--- src/rtl/game_timer_ctrl_if.sv ---
// Signal bundle between the Frogger round sequencer and its surroundings:
// board buttons, game-logic events, timer BCD inputs and the control/status outputs.
interface game_timer_ctrl_if;
    logic       btn_start;
    logic       btn_pause;
    logic       frog_home;
    logic       frog_hit;
    logic       tick_1Hz;
    logic [3:0] sec_1s;
    logic [3:0] sec_10s;
    logic [3:0] min_1s;
    logic [3:0] min_10s;
    logic       timer_pause;
    logic       timer_clear;
    logic [2:0] state;
    logic [1:0] lives;
    logic [2:0] level;
    logic       game_over;
    logic       game_won;

    // The sequencer drives the timer controls and game status
    modport master (
        input  btn_start, btn_pause, frog_home, frog_hit, tick_1Hz,
        input  sec_1s, sec_10s, min_1s, min_10s,
        output timer_pause, timer_clear, state, lives, level, game_over, game_won
    );

    modport slave (
        output btn_start, btn_pause, frog_home, frog_hit, tick_1Hz,
        output sec_1s, sec_10s, min_1s, min_10s,
        input  timer_pause, timer_clear, state, lives, level, game_over, game_won
    );
endinterface

--- src/rtl/game_timer_ctrl.sv ---
// Frogger round sequencer: debounces start/pause, runs the game-flow FSM and
// drives the binary clock timer's pause and clear inputs.

module GameTimerDebounce #(
    parameter int DEBOUNCE_CYC = 1_000_000
) (
    input  logic clk_100MHz,
    input  logic reset,
    input  logic btn_i,
    output logic press_o
);
    localparam int CW = $clog2(DEBOUNCE_CYC + 1);
    localparam logic [CW-1:0] CNT_LAST = CW'(DEBOUNCE_CYC - 1);

    logic [1:0]    sync_q;
    logic          level_q, level_d;
    logic [CW-1:0] count_q, count_d;
    logic          press_q, press_d;

    always_ff @(posedge clk_100MHz or posedge reset) begin
        if (reset) begin
            sync_q  <= '0;
            level_q <= 1'b0;
            count_q <= '0;
            press_q <= 1'b0;
        end else begin
            sync_q  <= {sync_q[0], btn_i};
            level_q <= level_d;
            count_q <= count_d;
            press_q <= press_d;
        end
    end

    // The counter only runs while the synced input disagrees with the debounced level;
    // any agreement restarts it, so a bounce never accumulates toward a change.
    always_comb begin
        level_d = level_q;
        count_d = '0;
        press_d = 1'b0;
        if (sync_q[1] != level_q) begin
            if (count_q == CNT_LAST) begin
                level_d = sync_q[1];
                press_d = sync_q[1];
            end else begin
                count_d = count_q + CW'(1);
            end
        end
    end

    assign press_o = press_q;
endmodule

module game_timer_ctrl #(
    parameter int TIME_LIMIT_S = 99,
    parameter int LIVES_INIT   = 3,
    parameter int LEVELS       = 5,
    parameter int HOLD_S       = 2,
    parameter int DEBOUNCE_CYC = 1_000_000
) (
    input  logic              clk_100MHz,
    input  logic              reset,
    game_timer_ctrl_if.master bus
);
    typedef enum logic [2:0] {
        IDLE  = 3'd0,
        RUN   = 3'd1,
        PAUSE = 3'd2,
        DIE   = 3'd3,
        WIN   = 3'd4,
        OVER  = 3'd5
    } state_t;

    localparam logic [11:0] LIMIT      = 12'(TIME_LIMIT_S);
    localparam logic [1:0]  LIVES_LOAD = 2'(LIVES_INIT);
    localparam logic [2:0]  LAST_LEVEL = 3'(LEVELS - 1);
    localparam logic [1:0]  HOLD_LAST  = 2'(HOLD_S - 1);

    logic       startPress, pausePress;
    logic [2:0] tickSync_q;
    logic       tickEvent;
    logic [11:0] minutes, elapsed;
    logic       timeout;

    state_t     state_q, state_d;
    logic [1:0] lives_q, lives_d;
    logic [2:0] level_q, level_d;
    logic [1:0] hold_q, hold_d;
    logic       lastRound_q, lastRound_d;
    logic       gameOver_q, gameOver_d;
    logic       gameWon_q, gameWon_d;
    logic       timerClear_q, timerClear_d;

    GameTimerDebounce #(.DEBOUNCE_CYC(DEBOUNCE_CYC)) startDebounce (
        .clk_100MHz (clk_100MHz),
        .reset      (reset),
        .btn_i      (bus.btn_start),
        .press_o    (startPress)
    );

    GameTimerDebounce #(.DEBOUNCE_CYC(DEBOUNCE_CYC)) pauseDebounce (
        .clk_100MHz (clk_100MHz),
        .reset      (reset),
        .btn_i      (bus.btn_pause),
        .press_o    (pausePress)
    );

    always_ff @(posedge clk_100MHz or posedge reset) begin
        if (reset) begin
            tickSync_q <= '0;
        end else begin
            tickSync_q <= {tickSync_q[1:0], bus.tick_1Hz};
        end
    end

    // The tick event lags the timer's second edge enough that its BCD digits are stable
    assign tickEvent = tickSync_q[1] & ~tickSync_q[2];
    assign minutes   = 12'(bus.min_10s) * 12'd10 + 12'(bus.min_1s);
    assign elapsed   = minutes * 12'd60 + 12'(bus.sec_10s) * 12'd10 + 12'(bus.sec_1s);
    assign timeout   = tickEvent && (elapsed >= LIMIT);

    always_ff @(posedge clk_100MHz or posedge reset) begin
        if (reset) begin
            state_q      <= IDLE;
            lives_q      <= LIVES_LOAD;
            level_q      <= '0;
            hold_q       <= '0;
            lastRound_q  <= 1'b0;
            gameOver_q   <= 1'b0;
            gameWon_q    <= 1'b0;
            timerClear_q <= 1'b0;
        end else begin
            state_q      <= state_d;
            lives_q      <= lives_d;
            level_q      <= level_d;
            hold_q       <= hold_d;
            lastRound_q  <= lastRound_d;
            gameOver_q   <= gameOver_d;
            gameWon_q    <= gameWon_d;
            timerClear_q <= timerClear_d;
        end
    end

    // lastRound is latched on DIE/WIN entry, because the level bump made on entry can
    // itself land on the final level and must not be mistaken for having cleared it.
    always_comb begin
        state_d     = state_q;
        lives_d     = lives_q;
        level_d     = level_q;
        hold_d      = hold_q;
        lastRound_d = lastRound_q;
        gameOver_d  = gameOver_q;
        gameWon_d   = gameWon_q;
        case (state_q)
            IDLE: begin
                if (startPress) state_d = RUN;
            end
            RUN: begin
                if (bus.frog_home) begin
                    state_d     = WIN;
                    hold_d      = '0;
                    lastRound_d = (level_q == LAST_LEVEL);
                    if (level_q != LAST_LEVEL) level_d = level_q + 3'd1;
                end else if (bus.frog_hit || timeout) begin
                    state_d     = DIE;
                    hold_d      = '0;
                    lastRound_d = (lives_q <= 2'd1);
                    if (lives_q != 2'd0) lives_d = lives_q - 2'd1;
                end else if (pausePress) begin
                    state_d = PAUSE;
                end
            end
            PAUSE: begin
                if (pausePress) state_d = RUN;
            end
            DIE, WIN: begin
                if (lastRound_q) begin
                    state_d    = OVER;
                    gameOver_d = 1'b1;
                    gameWon_d  = (state_q == WIN);
                end else if (tickEvent) begin
                    if (hold_q == HOLD_LAST) state_d = RUN;
                    else hold_d = hold_q + 2'd1;
                end
            end
            OVER: begin
                if (startPress) begin
                    state_d    = IDLE;
                    lives_d    = LIVES_LOAD;
                    level_d    = '0;
                    gameOver_d = 1'b0;
                    gameWon_d  = 1'b0;
                end
            end
            default: state_d = IDLE;
        endcase
    end

    // Resuming from PAUSE must keep the elapsed time, so only fresh rounds clear the timer
    always_comb begin
        timerClear_d = (state_d == RUN) &&
                       (state_q == IDLE || state_q == DIE || state_q == WIN);
    end

    assign bus.timer_pause = (state_q != RUN);
    assign bus.timer_clear = timerClear_q;
    assign bus.state       = state_q;
    assign bus.lives       = lives_q;
    assign bus.level       = level_q;
    assign bus.game_over   = gameOver_q;
    assign bus.game_won    = gameWon_q;
endmodule

--- src/flat_wrapper.sv ---
// flat-port wrapper written by rule: the top's interface ports become plain ports
module game_timer_ctrl_flat 
#(
    parameter int TIME_LIMIT_S = 99,
    parameter int LIVES_INIT   = 3,
    parameter int LEVELS       = 5,
    parameter int HOLD_S       = 2,
    parameter int DEBOUNCE_CYC = 1_000_000
)
  (clk_100MHz, reset, bus_btn_start, bus_btn_pause, bus_frog_home, bus_frog_hit, bus_tick_1Hz, bus_sec_1s, bus_sec_10s, bus_min_1s, bus_min_10s, bus_timer_pause, bus_timer_clear, bus_state, bus_lives, bus_level, bus_game_over, bus_game_won);
  game_timer_ctrl_if bus_i ();
  input  logic clk_100MHz;
  input  logic reset;
  input wire logic [$bits(bus_i.btn_start)-1:0] bus_btn_start;
  input wire logic [$bits(bus_i.btn_pause)-1:0] bus_btn_pause;
  input wire logic [$bits(bus_i.frog_home)-1:0] bus_frog_home;
  input wire logic [$bits(bus_i.frog_hit)-1:0] bus_frog_hit;
  input wire logic [$bits(bus_i.tick_1Hz)-1:0] bus_tick_1Hz;
  input wire logic [$bits(bus_i.sec_1s)-1:0] bus_sec_1s;
  input wire logic [$bits(bus_i.sec_10s)-1:0] bus_sec_10s;
  input wire logic [$bits(bus_i.min_1s)-1:0] bus_min_1s;
  input wire logic [$bits(bus_i.min_10s)-1:0] bus_min_10s;
  output wire logic [$bits(bus_i.timer_pause)-1:0] bus_timer_pause;
  output wire logic [$bits(bus_i.timer_clear)-1:0] bus_timer_clear;
  output wire logic [$bits(bus_i.state)-1:0] bus_state;
  output wire logic [$bits(bus_i.lives)-1:0] bus_lives;
  output wire logic [$bits(bus_i.level)-1:0] bus_level;
  output wire logic [$bits(bus_i.game_over)-1:0] bus_game_over;
  output wire logic [$bits(bus_i.game_won)-1:0] bus_game_won;
  assign bus_i.btn_start = bus_btn_start;
  assign bus_i.btn_pause = bus_btn_pause;
  assign bus_i.frog_home = bus_frog_home;
  assign bus_i.frog_hit = bus_frog_hit;
  assign bus_i.tick_1Hz = bus_tick_1Hz;
  assign bus_i.sec_1s = bus_sec_1s;
  assign bus_i.sec_10s = bus_sec_10s;
  assign bus_i.min_1s = bus_min_1s;
  assign bus_i.min_10s = bus_min_10s;
  assign bus_timer_pause = bus_i.timer_pause;
  assign bus_timer_clear = bus_i.timer_clear;
  assign bus_state = bus_i.state;
  assign bus_lives = bus_i.lives;
  assign bus_level = bus_i.level;
  assign bus_game_over = bus_i.game_over;
  assign bus_game_won = bus_i.game_won;
  game_timer_ctrl #(.TIME_LIMIT_S(TIME_LIMIT_S), .LIVES_INIT(LIVES_INIT), .LEVELS(LEVELS), .HOLD_S(HOLD_S), .DEBOUNCE_CYC(DEBOUNCE_CYC)) u_core (.clk_100MHz(clk_100MHz), .reset(reset), .bus(bus_i));
endmodule
--- config.mk ---
export PLATFORM = sky130hd
export DESIGN_NAME = game_timer_ctrl_flat
export DESIGN_NICKNAME = d
export VERILOG_FILES = /design/src/rtl/game_timer_ctrl_if.sv /design/src/rtl/game_timer_ctrl.sv /design/src/flat_wrapper.sv
export SDC_FILE = /design/constraint.sdc
export NUM_CORES = 1
export LEC_CHECK = 0
export CORE_UTILIZATION = 30
export CTS_CLUSTER_SIZE = 20
export DETAILED_ROUTE_END_ITERATION = 10
export GPL_TIMING_DRIVEN = 0
export PLACE_DENSITY = 0.5
export SKIP_LAST_GASP = 1
export SYNTH_ARGS = -nofsm -noshare
export SYNTH_HDL_FRONTEND = slang
export SYNTH_SLANG_ARGS = --single-unit
--- constraint.sdc ---
create_clock -name clk_100MHz -period 3.1 [get_ports clk_100MHz]
set_input_delay 0.93 -clock clk_100MHz [delete_from_list [all_inputs] [get_ports clk_100MHz]]
set_output_delay 0.93 -clock clk_100MHz [all_outputs]
set_load 0.005 [all_outputs]
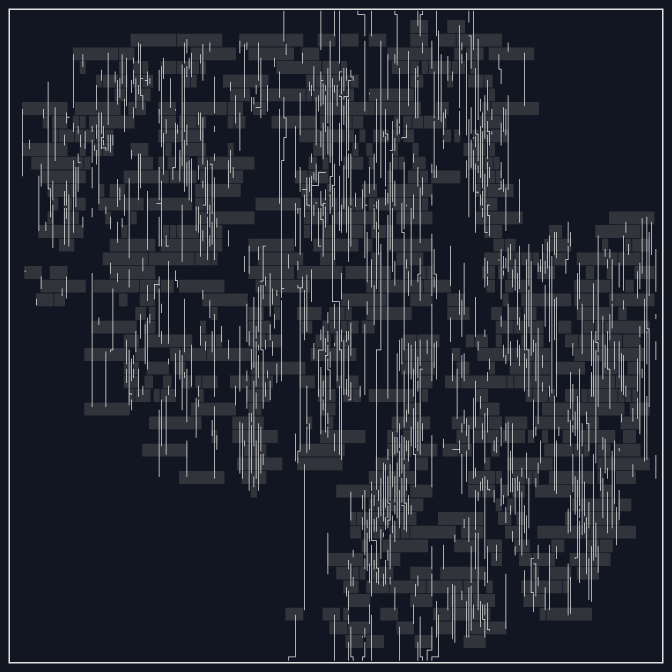
(run_1/m2.png)
The longest straight run is 36.4 um. The wires run mostly vertical. The layer carries 5370 um of wire.
wirelength, routed: 10500 um
global routing met2 resource utilization: 0.250
total number of vias: 3970

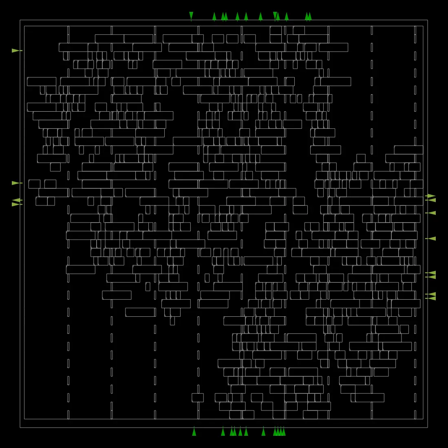
(run_1/placed.png)
sequential cell area share: 0.253
# Taps: 216
total number of sequential cells: 65

==> impl_report.txt, run 1 <==
PHYSICAL IMPLEMENTATION REPORT
----------------------------------------------------
[Power]
  Combinational power ........................ 4.33 mW
  Switch share ........................ 0.408
  Net switching power ........................ 2.57 mW

[Worst setup path]
  Number of cells on the worst reg-to-reg path ........................ 8
  Data required time of the critical path ........................ 3.30 ns

[STA]
  Worst hold slack ........................ 0.347 ns
  Least setup slack across all paths after layout ........................ -2.60 ns
  Count of final setup violators ........................ 7
  Final Hold Fails ........................ 0
  Pins Over Slew Limit ........................ 0

[Status]
  Failing checks ........................ setup timing
  Result of the run ........................ finished, violations left

[Hold path]
  HP Class ........................ flop to flop
  Worst-case hold path end point ........................ u_core.pauseDebounce.sync_q[1]$_DFF_PP0_
  Hold Startpoint ........................ u_core.pauseDebounce.sync_q[0]$_DFF_PP0_

[Clocking]
  CTS tree ........................ built
  Clock buffer count from CTS ........................ 9

[Layout]
  Number of multi-input combinational cells in the layout ........................ 417
  Fin area ........................ 0.00643 sq mm
  Layout clock buffer count ........................ 13

[Synth]
  Net count after synthesis ........................ 617
  Distinct cell type count after synthesis ........................ 64

[Die]
  Top-level I/O count ........................ 35

[Place]
  Final HPWL DP ........................ 7640 um

[Run]
  Count of warning messages emitted by the tools ........................ 32

[Drt]
  First drt pass iteration count ........................ 4

----------------------------------------------------
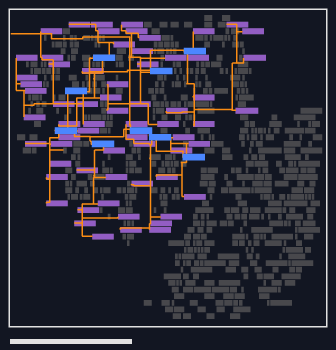
(run_1/clock_wires.png)
The bar under the picture is 50 um long.
Orange is clock wires, length 971 um. Purple is flip-flops, count 65. Blue is clock-net drivers, count 9.
There are 10 routed clock nets.
clock tree skew after final layout: 0.0162 ns
power drawn by the clock network: 949 uW
Skew-Pair Late Insertion Delay: 0.33 ns
Clock Power Share: 0.150

## run 1: cell families (layout without fill, tap and decap cells)
family / count (synthesis) / in the layout / synth area share
simple gates: 205 / 205 / 0.211
compound gates: 94 / 94 / 0.132
flops: 65 / 65 / 0.333
fa+ha+maj: 57 / 57 / 0.168
buf+inv: 56 / 130 / 0.0432
xor+xnor: 52 / 52 / 0.0930
mux: 9 / 9 / 0.0199
## run 1: cell usage in the layout, fill, tap and decap left out, types with 11 or more instances in the layout
master | netlist | routed
sky130_fd_sc_hd__fa_1 | 15 | 11
sky130_fd_sc_hd__nor2_1 | 73 | 73
sky130_fd_sc_hd__o21ai_0 | 19 | 17
sky130_fd_sc_hd__a21oi_1 | 21 | 19
sky130_fd_sc_hd__xnor2_1 | 26 | 21
sky130_fd_sc_hd__ha_4 | 0 | 15
sky130_fd_sc_hd__ha_1 | 41 | 26
sky130_fd_sc_hd__inv_1 | 47 | 39
sky130_fd_sc_hd__clkdlybuf4s50_1 | 0 | 28
sky130_fd_sc_hd__and3_1 | 14 | 14
sky130_fd_sc_hd__nand2_1 | 34 | 34
sky130_fd_sc_hd__dfrtp_1 | 63 | 63
sky130_fd_sc_hd__buf_4 | 0 | 23
sky130_fd_sc_hd__nand3_1 | 22 | 21
sky130_fd_sc_hd__xor2_1 | 26 | 24
## run 1: per-layer routing
metal  share of wire  track usage  up-vias
met5               0            0        -
met2            0.51        0.250       45
met1            0.46        0.158     1933
met3           0.022       0.0275        7
met4          0.0074       0.0315        0
li1                -            -     1985
## run 1: what timing repair did
item                                    CTS  global route
endpoints found under the setup margin    7             7
gates resized                            65            15
hold buffers                              0             0
buffers inserted                         22             3
pin swaps                                41             7
==> run 2: changes to the inputs <==
Settings changed: CORE_UTILIZATION 30 to 60, PLACE_DENSITY 0.5 to 0.85.
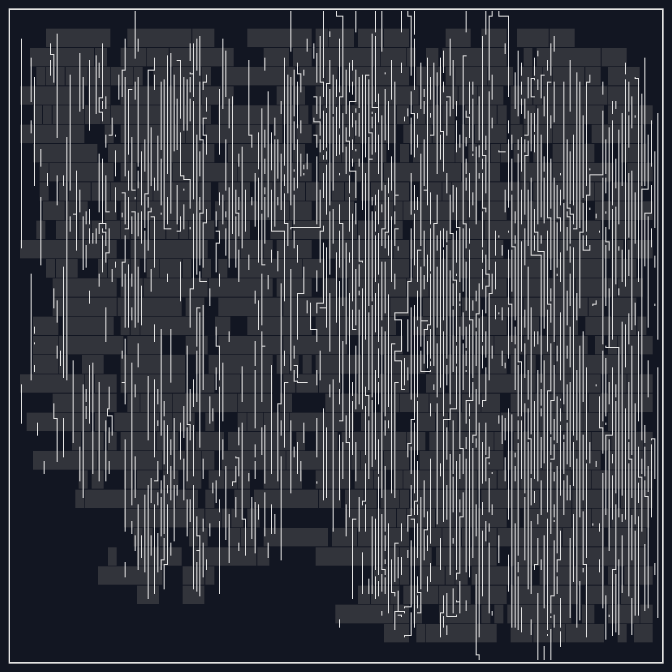
(run_2/m2.png)
615 nets have wire on it. The layer carries 6780 um of wire.
global routing met2 resource utilization: 0.513
wirelength, routed: 13100 um

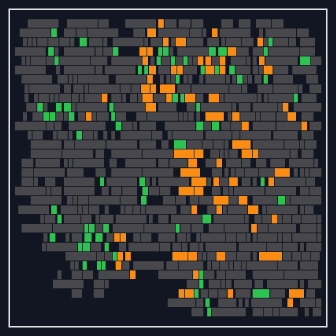
(run_2/gates.png)
Green is nand cells, cells 69, where all over the die. Orange is aoi and oai cells, cells 75.
most common library cell in the layout ignoring fill and taps: sky130_fd_sc_hd__nor2_1
combinational share of cell area: 0.555
post-layout instance count excluding filler cells: 717

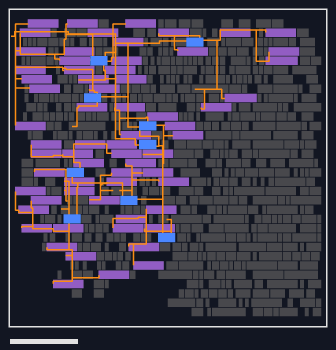
(run_2/clock_wires.png)
The bar under the picture is 20 um long.
Blue is clock-net drivers, count 9. Orange is clock wires, length 816 um. Purple is flip-flops, count 65.
There are 10 routed clock nets.
power drawn by the clock network: 818 uW
Skew-Pair Late Insertion Delay: 0.35 ns
clock tree skew after final layout: 0.0106 ns
Clock Power Share: 0.125

==> run 2 against run 1 <==
Against the previous run: the flow still finishes with violations (setup timing); first-iteration DRC count up 17%; critical endpoint unchanged; die area down 49%; largest power group unchanged; total power up 3.5%; core utilization up 40 points.
==> impl_report.txt, run 2 <==
PHYSICAL IMPLEMENTATION REPORT
----------------------------------------------------
[Status]
  Result of the run ........................ finished, violations left
  Failing checks ........................ setup timing

[Layout]
  Number of diodes added for antenna fixing ........................ 0
  Fin area ........................ 0.00626 sq mm
  Layout clock buffer count ........................ 10
  Total number of sequential cells ........................ 65
  Synth-to-layout area growth ........................ 27.8%
  Commonest cells after routing, fill and taps aside ........................ 73 x sky130_fd_sc_hd__nor2_1, 63 x sky130_fd_sc_hd__dfrtp_1, 36 x sky130_fd_sc_hd__inv_1
  Number of multi-input combinational cells in the layout ........................ 417
  Sequential cell area share ........................ 0.260

[STA]
  Pins Over Slew Limit ........................ 0
  Final Hold Fails ........................ 0
  Worst hold slack ........................ 0.344 ns
  Count of final setup violators ........................ 7
  Least setup slack across all paths after layout ........................ -2.71 ns

[Worst setup path]
  Data required time of the critical path ........................ 3.32 ns
  Kind of critical path ........................ input port to flop
  Number of cells on the worst reg-to-reg path ........................ 8

[Place]
  Final HPWL DP ........................ 7470 um

[Synth]
  Distinct cell type count after synthesis ........................ 64
  Total cells reported by yosys after synthesis ........................ 538
  Net count after synthesis ........................ 617

[Clocking]
  Number of hold buffers added after CTS ........................ 0
  CTS tree ........................ built
  Clock buffer count from CTS ........................ 9

[Drt]
  Max Used Layer ........................ met4
  Met2 routed wirelength ........................ 6780 um
  Post-Route M1 WL ........................ 5090 um
  First drt pass iteration count ........................ 5
  Detailed route wirelength on metal3 ........................ 717 um
  Total number of vias ........................ 4362

[Hold path]
  HP Class ........................ flop to flop
  Worst-case hold path end point ........................ u_core.pauseDebounce.sync_q[1]$_DFF_PP0_
  Hold Startpoint ........................ u_core.pauseDebounce.sync_q[0]$_DFF_PP0_

[Global route]
  Overall Global Routing Usage ........................ 0.293
  Maximum number of pins on one net before global-route repair ........................ 39

[Die]
  # Taps ........................ 102
  Top-level I/O count ........................ 35

[Power]
  IR drop worst, VDD ........................ 0.606 mV

----------------------------------------------------
[run 2: cell counts after synthesis]
No cell type changed its count.
[run 2: timing repair]
action / CTS / global route
cloned: 0 / 0
pin swaps: 31 / 9
endpoints found under the hold margin: 0 / 0
setup endpoints to repair: 7 / 7
setup buffers: 17 / 9
resized: 66 / 23
[run 2: per-layer routing]
metal	track usage	up-vias
met5	0	-
met4	0.115	0
met1	0.360	2120
li1	-	1994
met3	0.0501	50
met2	0.513	198
[run 2: worst max path at each step]
| stage | from | to | cells after the start |
|---|---|---|---|
| finish | bus_min_10s[0] | u_core.hold_q[1]$_DFFE_PP0P_ | 21 |
| global route | bus_min_10s[0] | u_core.hold_q[1]$_DFFE_PP0P_ | 23 |
| CTS | bus_min_10s[3] | u_core.hold_q[1]$_DFFE_PP0P_ | 24 |
| detailed placement | bus_min_10s[0] | u_core.hold_q[1]$_DFFE_PP0P_ | 20 |
| global placement | bus_min_10s[0] | u_core.hold_q[1]$_DFFE_PP0P_ | 20 |
| floorplan | bus_min_10s[0] | u_core.hold_q[0]$_DFFE_PP0P_ | 20 |
[run 2: report_power, final]
part / leakage [nW] / switching [mW] / internal [mW]
clock: 0.116 / 0.341 / 0.477
sequential: 0.863 / 0.0803 / 0.936
combinational: 1.77 / 2.48 / 2.20
total: 2.75 / 2.91 / 3.62
[run 2: kinds of logic (layout without fill, tap and decap cells)]
kind of cell,after synthesis,count (layout),share of synthesized area
and+or+nand+nor,205,205,0.211
AOI/OAI and AO/OA,94,94,0.132
DFF,65,65,0.333
adders and majority gates,57,57,0.168
buffers and inverters,56,133,0.0432
xor gates and xnor gates,52,52,0.0930
muxes,9,9,0.0199
Power figures rest on the tool's default switching activity, not on a simulated workload.
